**Signal wires by layer**

Scale: 6 px per um. Two of the layers only.
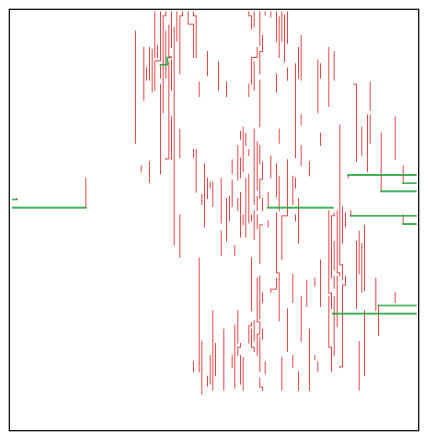
**Cell placement**

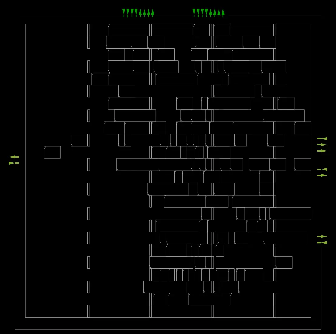
**Nets reached from selected ports**

Scale: 4 px per um.
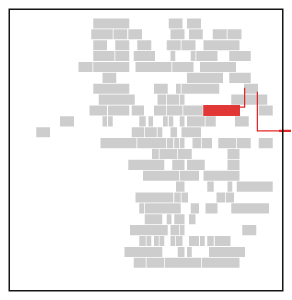
[src/rtl/bsg_link_sdr_pkg.sv]
// Shared definitions for the source-synchronous SDR link.
//   state_e            : transmitter sequencing state (link held in reset, or active)
//   credit_width_f()   : width of a credit counter able to hold 0..2^lg_credit inclusive
package bsg_link_sdr_pkg;

    typedef enum logic {
        S_HOLD   = 1'b0,
        S_ACTIVE = 1'b1
    } state_e;

    localparam int HOLD_CNT_W = 8;

    // The counter must represent the full buffer depth, not just depth-1,
    // so one extra bit beyond lg_credit is required.
    function automatic int credit_width_f(input int lg_credit);
        return lg_credit + 1;
    endfunction

endpackage

[src/rtl/bsg_link_osdr_phy.sv]
// Output PHY for the SDR link transmitter: the forwarded clock inverter and the
// per-bit launch flops that drive the pads.
//   clk_i, reset_i  : core clock, asynchronous active-high reset
//   v_d             : next value of link_v_o
//   data_en, data_d : load enable and next value of link_data_o
//   link_reset_d    : next value of link_reset_o
//   link_clk_o      : inverted clk_i, so its falling edge coincides with launch
//   link_v_o, link_data_o, link_reset_o : registered pad outputs
module bsg_link_osdr_phy #(
    parameter int width_p = 8
) (
    input  logic               clk_i,
    input  logic               reset_i,
    input  logic               v_d,
    input  logic               data_en,
    input  logic [width_p-1:0] data_d,
    input  logic               link_reset_d,
    output logic               link_clk_o,
    output logic               link_v_o,
    output logic [width_p-1:0] link_data_o,
    output logic               link_reset_o
);

    // Forwarded clock: rising edge falls in the middle of each data eye.
    assign link_clk_o = ~clk_i;

    always_ff @(posedge clk_i or posedge reset_i) begin
        if (reset_i) begin
            link_v_o <= 1'b0;
        end else begin
            link_v_o <= v_d;
        end
    end

    always_ff @(posedge clk_i or posedge reset_i) begin
        if (reset_i) begin
            link_reset_o <= 1'b1;
        end else begin
            link_reset_o <= link_reset_d;
        end
    end

    // One flop per data bit; idle cycles keep the previous word on the pads
    // so the bus does not toggle when nothing is sent.
    for (genvar gi = 0; gi < width_p; gi++) begin : g_data_bit
        always_ff @(posedge clk_i or posedge reset_i) begin
            if (reset_i) begin
                link_data_o[gi] <= 1'b0;
            end else if (data_en) begin
                link_data_o[gi] <= data_d[gi];
            end
        end
    end

endmodule

[src/rtl/bsg_link_osdr_tx.sv]
// Source-synchronous SDR link transmitter with credit-based flow control.
//   clk_i, reset_i     : core clock, asynchronous active-high reset
//   v_i, data_i        : core word offered; accepted when v_i & ready_and_o
//   ready_and_o        : registered-state-only ready (link active and credits left)
//   token_i            : one-cycle credit return from the far-end receiver
//   link_clk_o         : forwarded (inverted) clock
//   link_v_o, link_data_o, link_reset_o : registered link outputs
//   credit_err_o       : sticky flag, token returned while credits were full
module bsg_link_osdr_tx
    import bsg_link_sdr_pkg::*;
#(
    parameter int width_p        = 8,
    parameter int lg_credit_p    = 3,
    parameter int reset_cycles_p = 16
) (
    input  logic               clk_i,
    input  logic               reset_i,
    input  logic               v_i,
    input  logic [width_p-1:0] data_i,
    output logic               ready_and_o,
    input  logic               token_i,
    output logic               link_clk_o,
    output logic               link_v_o,
    output logic [width_p-1:0] link_data_o,
    output logic               link_reset_o,
    output logic               credit_err_o
);

    localparam int CREDIT_W = credit_width_f(lg_credit_p);
    localparam logic [CREDIT_W-1:0]   CREDIT_MAX = CREDIT_W'(1 << lg_credit_p);
    localparam logic [HOLD_CNT_W-1:0] HOLD_INIT  = HOLD_CNT_W'(reset_cycles_p - 1);

    state_e                  state_reg,   state_next;
    logic [HOLD_CNT_W-1:0]   counter_reg, counter_next;
    logic [CREDIT_W-1:0]     credits_reg, credits_next;
    logic                    err_reg,     err_next;
    logic                    send;

    always_ff @(posedge clk_i or posedge reset_i) begin
        if (reset_i) begin
            state_reg   <= S_HOLD;
            counter_reg <= HOLD_INIT;
            credits_reg <= CREDIT_MAX;
            err_reg     <= 1'b0;
        end else begin
            state_reg   <= state_next;
            counter_reg <= counter_next;
            credits_reg <= credits_next;
            err_reg     <= err_next;
        end
    end

    assign ready_and_o  = (state_reg == S_ACTIVE) && (credits_reg != '0);
    assign send         = v_i & ready_and_o;
    assign credit_err_o = err_reg;

    always_comb begin
        state_next   = state_reg;
        counter_next = counter_reg;
        case (state_reg)
            S_HOLD: begin
                if (counter_reg == '0) begin
                    state_next = S_ACTIVE;
                end else begin
                    counter_next = counter_reg - 1'b1;
                end
            end
            S_ACTIVE: begin
                state_next = S_ACTIVE;
            end
            default: begin
                state_next = S_HOLD;
            end
        endcase
    end

    // Tokens during hold are necessarily overflows since no word has been sent,
    // so the same saturate-and-flag rule covers both states.
    always_comb begin
        credits_next = credits_reg;
        err_next     = err_reg;
        if (send && !token_i) begin
            credits_next = credits_reg - 1'b1;
        end else if (token_i && !send) begin
            if (credits_reg == CREDIT_MAX) begin
                err_next = 1'b1;
            end else begin
                credits_next = credits_reg + 1'b1;
            end
        end
    end

    // link_reset_o follows the next state so it drops on the same edge that
    // makes ready_and_o rise.
    bsg_link_osdr_phy #(
        .width_p(width_p)
    ) phy (
        .clk_i        (clk_i),
        .reset_i      (reset_i),
        .v_d          (send),
        .data_en      (send),
        .data_d       (data_i),
        .link_reset_d (state_next == S_HOLD),
        .link_clk_o   (link_clk_o),
        .link_v_o     (link_v_o),
        .link_data_o  (link_data_o),
        .link_reset_o (link_reset_o)
    );

endmodule
[config.mk]
export PLATFORM = sky130hd
export DESIGN_NAME = bsg_link_osdr_tx
export DESIGN_NICKNAME = d
export VERILOG_FILES = /design/src/rtl/bsg_link_sdr_pkg.sv /design/src/rtl/bsg_link_osdr_phy.sv /design/src/rtl/bsg_link_osdr_tx.sv
export SDC_FILE = /design/constraint.sdc
export NUM_CORES = 1
export LEC_CHECK = 0
export CORE_AREA = 2 2 66 68
export DETAILED_ROUTE_END_ITERATION = 12
export DIE_AREA = 0 0 68 70
export HOLD_SLACK_MARGIN = 0.1
export PLACE_DENSITY = 0.61
export REMOVE_ABC_BUFFERS = 1
export SETUP_SLACK_MARGIN = 0.2
export SLEW_MARGIN = 20
export SYNTH_ARGS = -nofsm -noshare
export SYNTH_HDL_FRONTEND = slang
export SYNTH_SLANG_ARGS = --single-unit
[constraint.sdc]
create_clock -name clk_i -period 3.3 [get_ports clk_i]
set_input_delay 0.33 -clock clk_i [delete_from_list [all_inputs] [get_ports clk_i]]
set_output_delay 0.33 -clock clk_i [all_outputs]
set_load 0.005 [all_outputs]
==> notes.md <==
At the end of the flow, the number of nets in the layout was 147. The synthesis report lists the most area-consuming cells as dfrtp_1 38%, dfstp_2 13%, mux2_4 10%. The most critical hold endpoint after final layout shows a slack of 0.502 ns.

The layout has 24 buffers outside the clock class. The layout-stage area growth over the synthesis result is 29.2%, and the final-layout non-clock buffer area share is 15.5%. Among the non-sequential cells, multiplexers take the most area. Worst max-slew margin expressed relative to the limit: 40.0%.

The number of buffer cells added on primary ports is 24, and the power density normalized to cell area is 642 nW/um^2. The mean instance size in the synthesized netlist was 12.0 um^2. The post-synthesis cell count came out at 99. The clock passes through at most 2 buffers. The routed layout has 798 vias. The well tap count was 52.

Post-route clock skew: 0.00514 ns. Warnings raised by the tools during the run amount to 29. Of all cell types, the one taking the most synthesized area is dfrtp_1. In this run the critical register-to-register path is captured at credits_reg[3]$_DFFE_PP1P_.

The most used standard cell by instance count after synthesis is dfrtp_1. The run gives 0.26 ns for the insertion delay of the later-clocked pin in the worst-skew pair. Across all register-to-register paths, the minimum setup slack is 0.58 ns.

For this run, the detailed router reports a per-instance via density of 4.46. The dominant kind of cell by area was flip-flops and latches. The run gives 60 as the count of multi-input gates.

According to the timing report, the arrival time at the worst endpoint equals 2.46 ns. The number of cells on the worst hold path is 1, and the combined area of the multi-input logic cells is 514 um^2. STA classifies the critical path endpoint as an output port.

Post-CTS timing repair inserted 0 buffers for setup. The non-filler instance count after layout came out at 179. The flow ran to the end, and the final reports show no timing, DRC or antenna violations. The detailed router finished its first iteration with 34 violations. Per the synth stats, the flop cell with the highest instance count is dfrtp_1.

The run gives 68 um for the chip width. By instance count after routing, the leading logic cell type is clkdlybuf4s50_1. Family of cells with the greatest summed delay on the critical path: buffers and inverters.
About 'signal wires by layer':
- green: M3 (wire length 78.3 um)
- red: M2 (wire length 1090 um)

About 'cell placement':
number of flip-flops and latches: 24
core area: 4140 um^2
total number of placement rows: 24
final core utilization: 37.0%
fillers: 392

About 'nets reached from selected ports':
- red: `link_v_o` (bits 1; direction output; end cells 1; buffers 1; wire 21.6 um)

## worst max-delay path by stage
stage	from	endpoint	slack, ns	cells after the start
after detailed placement	credits_reg[1]$_DFFE_PP0P_	credits_reg[3]$_DFFE_PP1P_	0.59	9
after global placement	credits_reg[1]$_DFFE_PP0P_	credits_reg[3]$_DFFE_PP1P_	0.72	9
after CTS	clk_i	link_clk_o	0.50	4
final	clk_i	link_clk_o	0.51	4
after global routing	credits_reg[1]$_DFFE_PP0P_	credits_reg[3]$_DFFE_PP1P_	0.33	9
after floorplan	credits_reg[3]$_DFFE_PP1P_	credits_reg[3]$_DFFE_PP1P_	0.57	9
## report_power, final
part | total (mW) | internal [mW] | switching, mW
Sequential | 0.417 | 0.365 | 0.0523
Combinational | 0.364 | 0.224 | 0.140
Clock | 0.203 | 0.108 | 0.0953
No activity file was given, so power comes from the tool's default toggle rates.
